--- src/rtl/node_info_engine_if.sv ---
// rtl/node_info_engine_if.sv - heartbeat request and node-state result bundle for node_info_engine
interface node_info_engine_if #(
    parameter int WIDTH = 16
);
    logic             en_mni;
    logic [WIDTH-1:0] e_max;
    logic [WIDTH-1:0] e_min;
    logic [WIDTH-1:0] energy;
    logic [WIDTH-1:0] ch_id;
    logic [WIDTH-1:0] hops;
    logic [WIDTH-1:0] timeslot;
    logic [WIDTH-1:0] my_node_id;
    logic [WIDTH-1:0] hops_from_sink;
    logic [WIDTH-1:0] my_timeslot;
    logic [WIDTH-1:0] my_q_value;
    logic [WIDTH-1:0] norm_energy;
    logic             role;
    logic             low_e;
    logic             busy;
    logic             done;

    modport master (
        output en_mni, e_max, e_min, energy, ch_id, hops, timeslot,
        input  my_node_id, hops_from_sink, my_timeslot, my_q_value, norm_energy,
        input  role, low_e, busy, done
    );

    modport slave (
        input  en_mni, e_max, e_min, energy, ch_id, hops, timeslot,
        output my_node_id, hops_from_sink, my_timeslot, my_q_value, norm_energy,
        output role, low_e, busy, done
    );
endinterface

--- src/rtl/node_info_engine.sv ---
// rtl/node_info_engine.sv - per-node routing context, normalised energy, Q update and low-energy flag
module node_info_engine #(
    parameter int WIDTH       = 16,
    parameter int NODE_ID     = 16'h0001,
    parameter int FRAC        = 8,
    parameter int ALPHA_SHIFT = 1,
    parameter int HOP_COST    = 16,
    parameter int HOP_MAX     = 255,
    parameter int LOW_HYST    = 50,
    parameter int Q_INIT      = 0
) (
    input  logic              clk,
    input  logic              nrst,
    node_info_engine_if.slave bus
);
    localparam int               CNT_W      = $clog2(FRAC + 1);
    localparam int               PW         = 2 * WIDTH;
    localparam int               W1         = WIDTH + 1;
    localparam logic [CNT_W-1:0] CNT_LAST   = CNT_W'(FRAC - 1);
    localparam logic [WIDTH-1:0] NORM_ONE   = WIDTH'(2 ** FRAC);
    localparam logic [WIDTH-1:0] HOP_MAX_W  = WIDTH'(HOP_MAX);
    localparam logic [PW-1:0]    HOP_COST_W = PW'(HOP_COST);
    localparam logic [W1-1:0]    HYST_W     = W1'(LOW_HYST);
    localparam logic [WIDTH-1:0] Q_INIT_W   = WIDTH'(Q_INIT);

    typedef enum logic [1:0] {IDLE, LOAD, DIV, UPDATE} state_t;

    state_t state, state_nx;

    // Request snapshot; the live inputs may change freely once captured.
    logic [WIDTH-1:0] sh_e_max, sh_e_min, sh_energy, sh_ch_id, sh_hops, sh_timeslot;

    // Divider working state; quot also carries the clamped result from LOAD.
    logic [WIDTH:0]   rem;
    logic [WIDTH-1:0] den;
    logic [WIDTH-1:0] quot;
    logic [CNT_W-1:0] cnt;

    // Committed outputs, only written in UPDATE.
    logic [WIDTH-1:0] hops_r, timeslot_r, q_val, norm_r;
    logic             role_r, low_e_r, done_r;

    logic             clamp_zero, clamp_one;
    logic [WIDTH:0]   rem_sh, rem_nx;
    logic             q_bit;
    logic [WIDTH-1:0] hops_sat, reward, q_new;
    logic [PW-1:0]    penalty;
    logic signed [WIDTH+1:0] diff, delta, q_sum;
    logic [WIDTH:0]   low_thr;

    assign clamp_zero = (sh_e_max <= sh_e_min) || (sh_energy <= sh_e_min);
    assign clamp_one  = (sh_energy >= sh_e_max);

    // remainder stays below den, so the shifted value never loses its top bit
    assign rem_sh = rem << 1;
    assign q_bit  = (rem_sh >= {1'b0, den});
    assign rem_nx = q_bit ? (rem_sh - {1'b0, den}) : rem_sh;

    assign hops_sat = (sh_hops > HOP_MAX_W) ? HOP_MAX_W : sh_hops;
    assign penalty  = {{WIDTH{1'b0}}, hops_sat} * HOP_COST_W;
    assign reward   = ({{WIDTH{1'b0}}, quot} > penalty) ? (quot - penalty[WIDTH-1:0]) : '0;
    assign diff     = $signed({2'b00, reward}) - $signed({2'b00, q_val});
    assign delta    = diff >>> ALPHA_SHIFT;
    assign q_sum    = $signed({2'b00, q_val}) + delta;
    assign q_new    = q_sum[WIDTH+1] ? '0 :
                      (q_sum > $signed({2'b00, NORM_ONE})) ? NORM_ONE : q_sum[WIDTH-1:0];
    assign low_thr  = {1'b0, sh_e_min} + HYST_W;

    // State register.
    always_ff @(posedge clk or negedge nrst) begin
        if (!nrst) state <= IDLE;
        else       state <= state_nx;
    end

    // Next-state: clamped requests skip the divider entirely.
    always_comb begin
        state_nx = state;
        case (state)
            IDLE:    if (bus.en_mni) state_nx = LOAD;
            LOAD:    state_nx = (clamp_zero || clamp_one) ? UPDATE : DIV;
            DIV:     if (cnt == CNT_LAST) state_nx = UPDATE;
            UPDATE:  state_nx = IDLE;
            default: state_nx = IDLE;
        endcase
    end

    // Datapath: capture, divide one quotient bit per cycle, commit everything at once.
    always_ff @(posedge clk or negedge nrst) begin
        if (!nrst) begin
            sh_e_max    <= '0;
            sh_e_min    <= '0;
            sh_energy   <= '0;
            sh_ch_id    <= '0;
            sh_hops     <= '0;
            sh_timeslot <= '0;
            rem         <= '0;
            den         <= '0;
            quot        <= '0;
            cnt         <= '0;
            hops_r      <= '0;
            timeslot_r  <= '0;
            q_val       <= Q_INIT_W;
            norm_r      <= '0;
            role_r      <= 1'b0;
            low_e_r     <= 1'b0;
            done_r      <= 1'b0;
        end else begin
            done_r <= 1'b0;
            case (state)
                IDLE: begin
                    if (bus.en_mni) begin
                        sh_e_max    <= bus.e_max;
                        sh_e_min    <= bus.e_min;
                        sh_energy   <= bus.energy;
                        sh_ch_id    <= bus.ch_id;
                        sh_hops     <= bus.hops;
                        sh_timeslot <= bus.timeslot;
                    end
                end
                LOAD: begin
                    cnt <= '0;
                    rem <= {1'b0, sh_energy - sh_e_min};
                    den <= sh_e_max - sh_e_min;
                    if (clamp_zero)     quot <= '0;
                    else if (clamp_one) quot <= NORM_ONE;
                    else                quot <= '0;
                end
                DIV: begin
                    cnt  <= cnt + 1'b1;
                    rem  <= rem_nx;
                    quot <= {quot[WIDTH-2:0], q_bit};
                end
                UPDATE: begin
                    hops_r     <= hops_sat;
                    timeslot_r <= sh_timeslot;
                    role_r     <= (sh_ch_id == WIDTH'(NODE_ID));
                    norm_r     <= quot;
                    q_val      <= q_new;
                    if (sh_energy < sh_e_min)                  low_e_r <= 1'b1;
                    else if ({1'b0, sh_energy} >= low_thr)     low_e_r <= 1'b0;
                    done_r     <= 1'b1;
                end
                default: ;
            endcase
        end
    end

    assign bus.my_node_id     = WIDTH'(NODE_ID);
    assign bus.hops_from_sink = hops_r;
    assign bus.my_timeslot    = timeslot_r;
    assign bus.my_q_value     = q_val;
    assign bus.norm_energy    = norm_r;
    assign bus.role           = role_r;
    assign bus.low_e          = low_e_r;
    assign bus.busy           = (state != IDLE);
    assign bus.done           = done_r;
endmodule

--- src/flat_wrapper.sv ---
// flat-port wrapper written by rule: the top's interface ports become plain ports
module node_info_engine_flat 
#(
    parameter int WIDTH       = 16,
    parameter int NODE_ID     = 16'h0001,
    parameter int FRAC        = 8,
    parameter int ALPHA_SHIFT = 1,
    parameter int HOP_COST    = 16,
    parameter int HOP_MAX     = 255,
    parameter int LOW_HYST    = 50,
    parameter int Q_INIT      = 0
)
  (clk, nrst, bus_en_mni, bus_e_max, bus_e_min, bus_energy, bus_ch_id, bus_hops, bus_timeslot, bus_my_node_id, bus_hops_from_sink, bus_my_timeslot, bus_my_q_value, bus_norm_energy, bus_role, bus_low_e, bus_busy, bus_done);
  node_info_engine_if #(.WIDTH(WIDTH)) bus_i ();
  input  logic clk;
  input  logic nrst;
  input wire logic [$bits(bus_i.en_mni)-1:0] bus_en_mni;
  input wire logic [$bits(bus_i.e_max)-1:0] bus_e_max;
  input wire logic [$bits(bus_i.e_min)-1:0] bus_e_min;
  input wire logic [$bits(bus_i.energy)-1:0] bus_energy;
  input wire logic [$bits(bus_i.ch_id)-1:0] bus_ch_id;
  input wire logic [$bits(bus_i.hops)-1:0] bus_hops;
  input wire logic [$bits(bus_i.timeslot)-1:0] bus_timeslot;
  output wire logic [$bits(bus_i.my_node_id)-1:0] bus_my_node_id;
  output wire logic [$bits(bus_i.hops_from_sink)-1:0] bus_hops_from_sink;
  output wire logic [$bits(bus_i.my_timeslot)-1:0] bus_my_timeslot;
  output wire logic [$bits(bus_i.my_q_value)-1:0] bus_my_q_value;
  output wire logic [$bits(bus_i.norm_energy)-1:0] bus_norm_energy;
  output wire logic [$bits(bus_i.role)-1:0] bus_role;
  output wire logic [$bits(bus_i.low_e)-1:0] bus_low_e;
  output wire logic [$bits(bus_i.busy)-1:0] bus_busy;
  output wire logic [$bits(bus_i.done)-1:0] bus_done;
  assign bus_i.en_mni = bus_en_mni;
  assign bus_i.e_max = bus_e_max;
  assign bus_i.e_min = bus_e_min;
  assign bus_i.energy = bus_energy;
  assign bus_i.ch_id = bus_ch_id;
  assign bus_i.hops = bus_hops;
  assign bus_i.timeslot = bus_timeslot;
  assign bus_my_node_id = bus_i.my_node_id;
  assign bus_hops_from_sink = bus_i.hops_from_sink;
  assign bus_my_timeslot = bus_i.my_timeslot;
  assign bus_my_q_value = bus_i.my_q_value;
  assign bus_norm_energy = bus_i.norm_energy;
  assign bus_role = bus_i.role;
  assign bus_low_e = bus_i.low_e;
  assign bus_busy = bus_i.busy;
  assign bus_done = bus_i.done;
  node_info_engine #(.WIDTH(WIDTH), .NODE_ID(NODE_ID), .FRAC(FRAC), .ALPHA_SHIFT(ALPHA_SHIFT), .HOP_COST(HOP_COST), .HOP_MAX(HOP_MAX), .LOW_HYST(LOW_HYST), .Q_INIT(Q_INIT)) u_core (.clk(clk), .nrst(nrst), .bus(bus_i));
endmodule
--- config.mk ---
export PLATFORM = sky130hd
export DESIGN_NAME = node_info_engine_flat
export DESIGN_NICKNAME = d
export VERILOG_FILES = /design/src/rtl/node_info_engine_if.sv /design/src/rtl/node_info_engine.sv /design/src/flat_wrapper.sv
export SDC_FILE = /design/constraint.sdc
export NUM_CORES = 1
export LEC_CHECK = 0
export CAP_MARGIN = 0
export CORE_MARGIN = 2
export CORE_UTILIZATION = 30
export CTS_CLUSTER_DIAMETER = 60
export DETAILED_ROUTE_END_ITERATION = 8
export MAX_ROUTING_LAYER = met4
export PLACE_DENSITY = 0.57
export SYNTH_ARGS = -nofsm -noshare
export SYNTH_HDL_FRONTEND = slang
export SYNTH_SLANG_ARGS = --single-unit
--- constraint.sdc ---
create_clock -name clk -period 8.4 [get_ports clk]
set_input_delay 1.68 -clock clk [delete_from_list [all_inputs] [get_ports clk]]
set_output_delay 1.68 -clock clk [all_outputs]
set_load 0.01 [all_outputs]
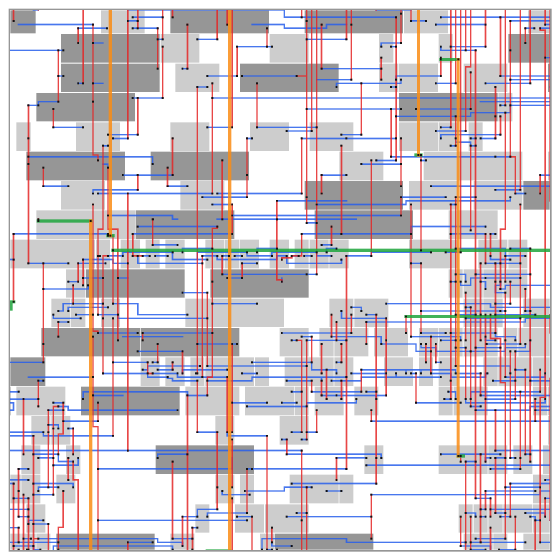
zoom.png
Window x 85 to 135, y 129 to 179 µm. Cells in gray, sequential cells in the stronger gray; small squares are vias.
color	layer
red	met2
green	met3
blue	met1
orange	met4
cells with their middle in the window	139
netlist names of flops here include	`u_core.bus.norm_energy` (7), `u_core.quot` (7), `u_core.cnt` (2)
sequential cells in the window	20
most frequent	dfrtp_1 (20), inv_1 (12), o21ai_0 (12)

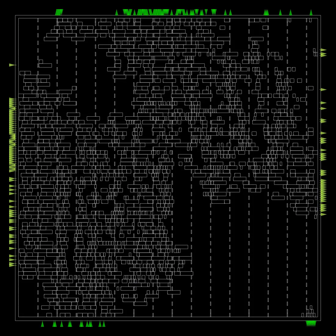
final_placement.png
# fillers: 4701
non-filler cells, final: 2204
seq_cells: 217
core area: 46260 µm²
fin util: 37.17%

==> metrics.cfg <==
[floorplanning]
tap_cells=607
initial_utilization_pct=30.18

[logic_synthesis]
ys_cells=1410
synth_cell_type_count=74
ys_seq_elements=217
mux_area_share_pct=11.61
netlist_area_um2=13960
xor_area_share_pct=4.893
adder_share_pct=12.69

[cells_and_area]
dominant_cells=multi-input combinational cells
multi_input_comb_cells=1032
mostFrequentLayoutCells=217 x dfrtp_1, 165 x clkdlybuf4s50_1, 136 x mux2_2

[final_timing]
clock.fmax_mhz=132.5
hold_ws_ns=0.4933
setup_ws_ns=0.8525

[hold_path]
hold_class=reg2reg

[critical_path]
cp_common_cell=ha_1
critical-path-top-delay-family=simple AND/OR/NAND/NOR gates
path_max_fanout=16
critPathRequiredTime_ns=8.87
critPathLaunchType=flop

[detailed_routing]
wl_per_cell_um=16.33

[clock_network]
postCtsHoldBufs=0
tritoncts=built

[run_status]
status=finished, final reports clean

[placed_design]
placedCellCount=2149

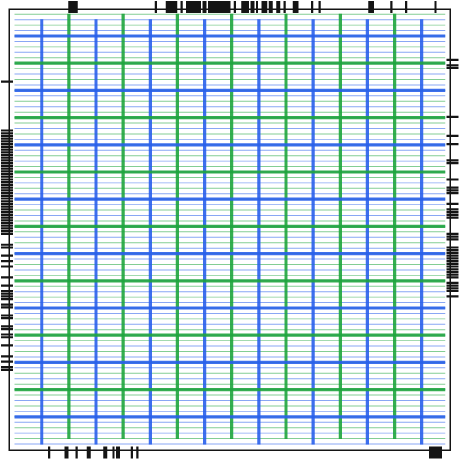
pdn.png
(2 px per µm) Pins as bars on the die edge.
color	net
blue	VSS
green	VDD
rows	79
signal pins	183
met5 straps	15

-- power by group --
part | switching [µW] | leakage (µW) | internal (µW) | total [µW]
registers | 304 | 0.00266 | 1450 | 1760
logic | 2150 | 0.00450 | 1830 | 3980
clock network | 498 | 0.000464 | 703 | 1200
-- worst paths after layout --
path                                    start  slack [ns]                        end  cells past startpoint
max                        u_core.sh_hops[14]        0.85   u_core.bus.my_q_value[3]                     30
min in group asynchronous                nrst        1.06        u_core.sh_energy[0]                      1
min reg2reg                   u_core.bus.role        0.49            u_core.bus.role                      2
min                           u_core.bus.role        0.49            u_core.bus.role                      2
max reg2reg                u_core.sh_hops[14]        0.85   u_core.bus.my_q_value[3]                     30
max in group asynchronous                nrst        5.93  u_core.bus.my_timeslot[8]                      2
No activity file was given, so power comes from the tool's default toggle rates.
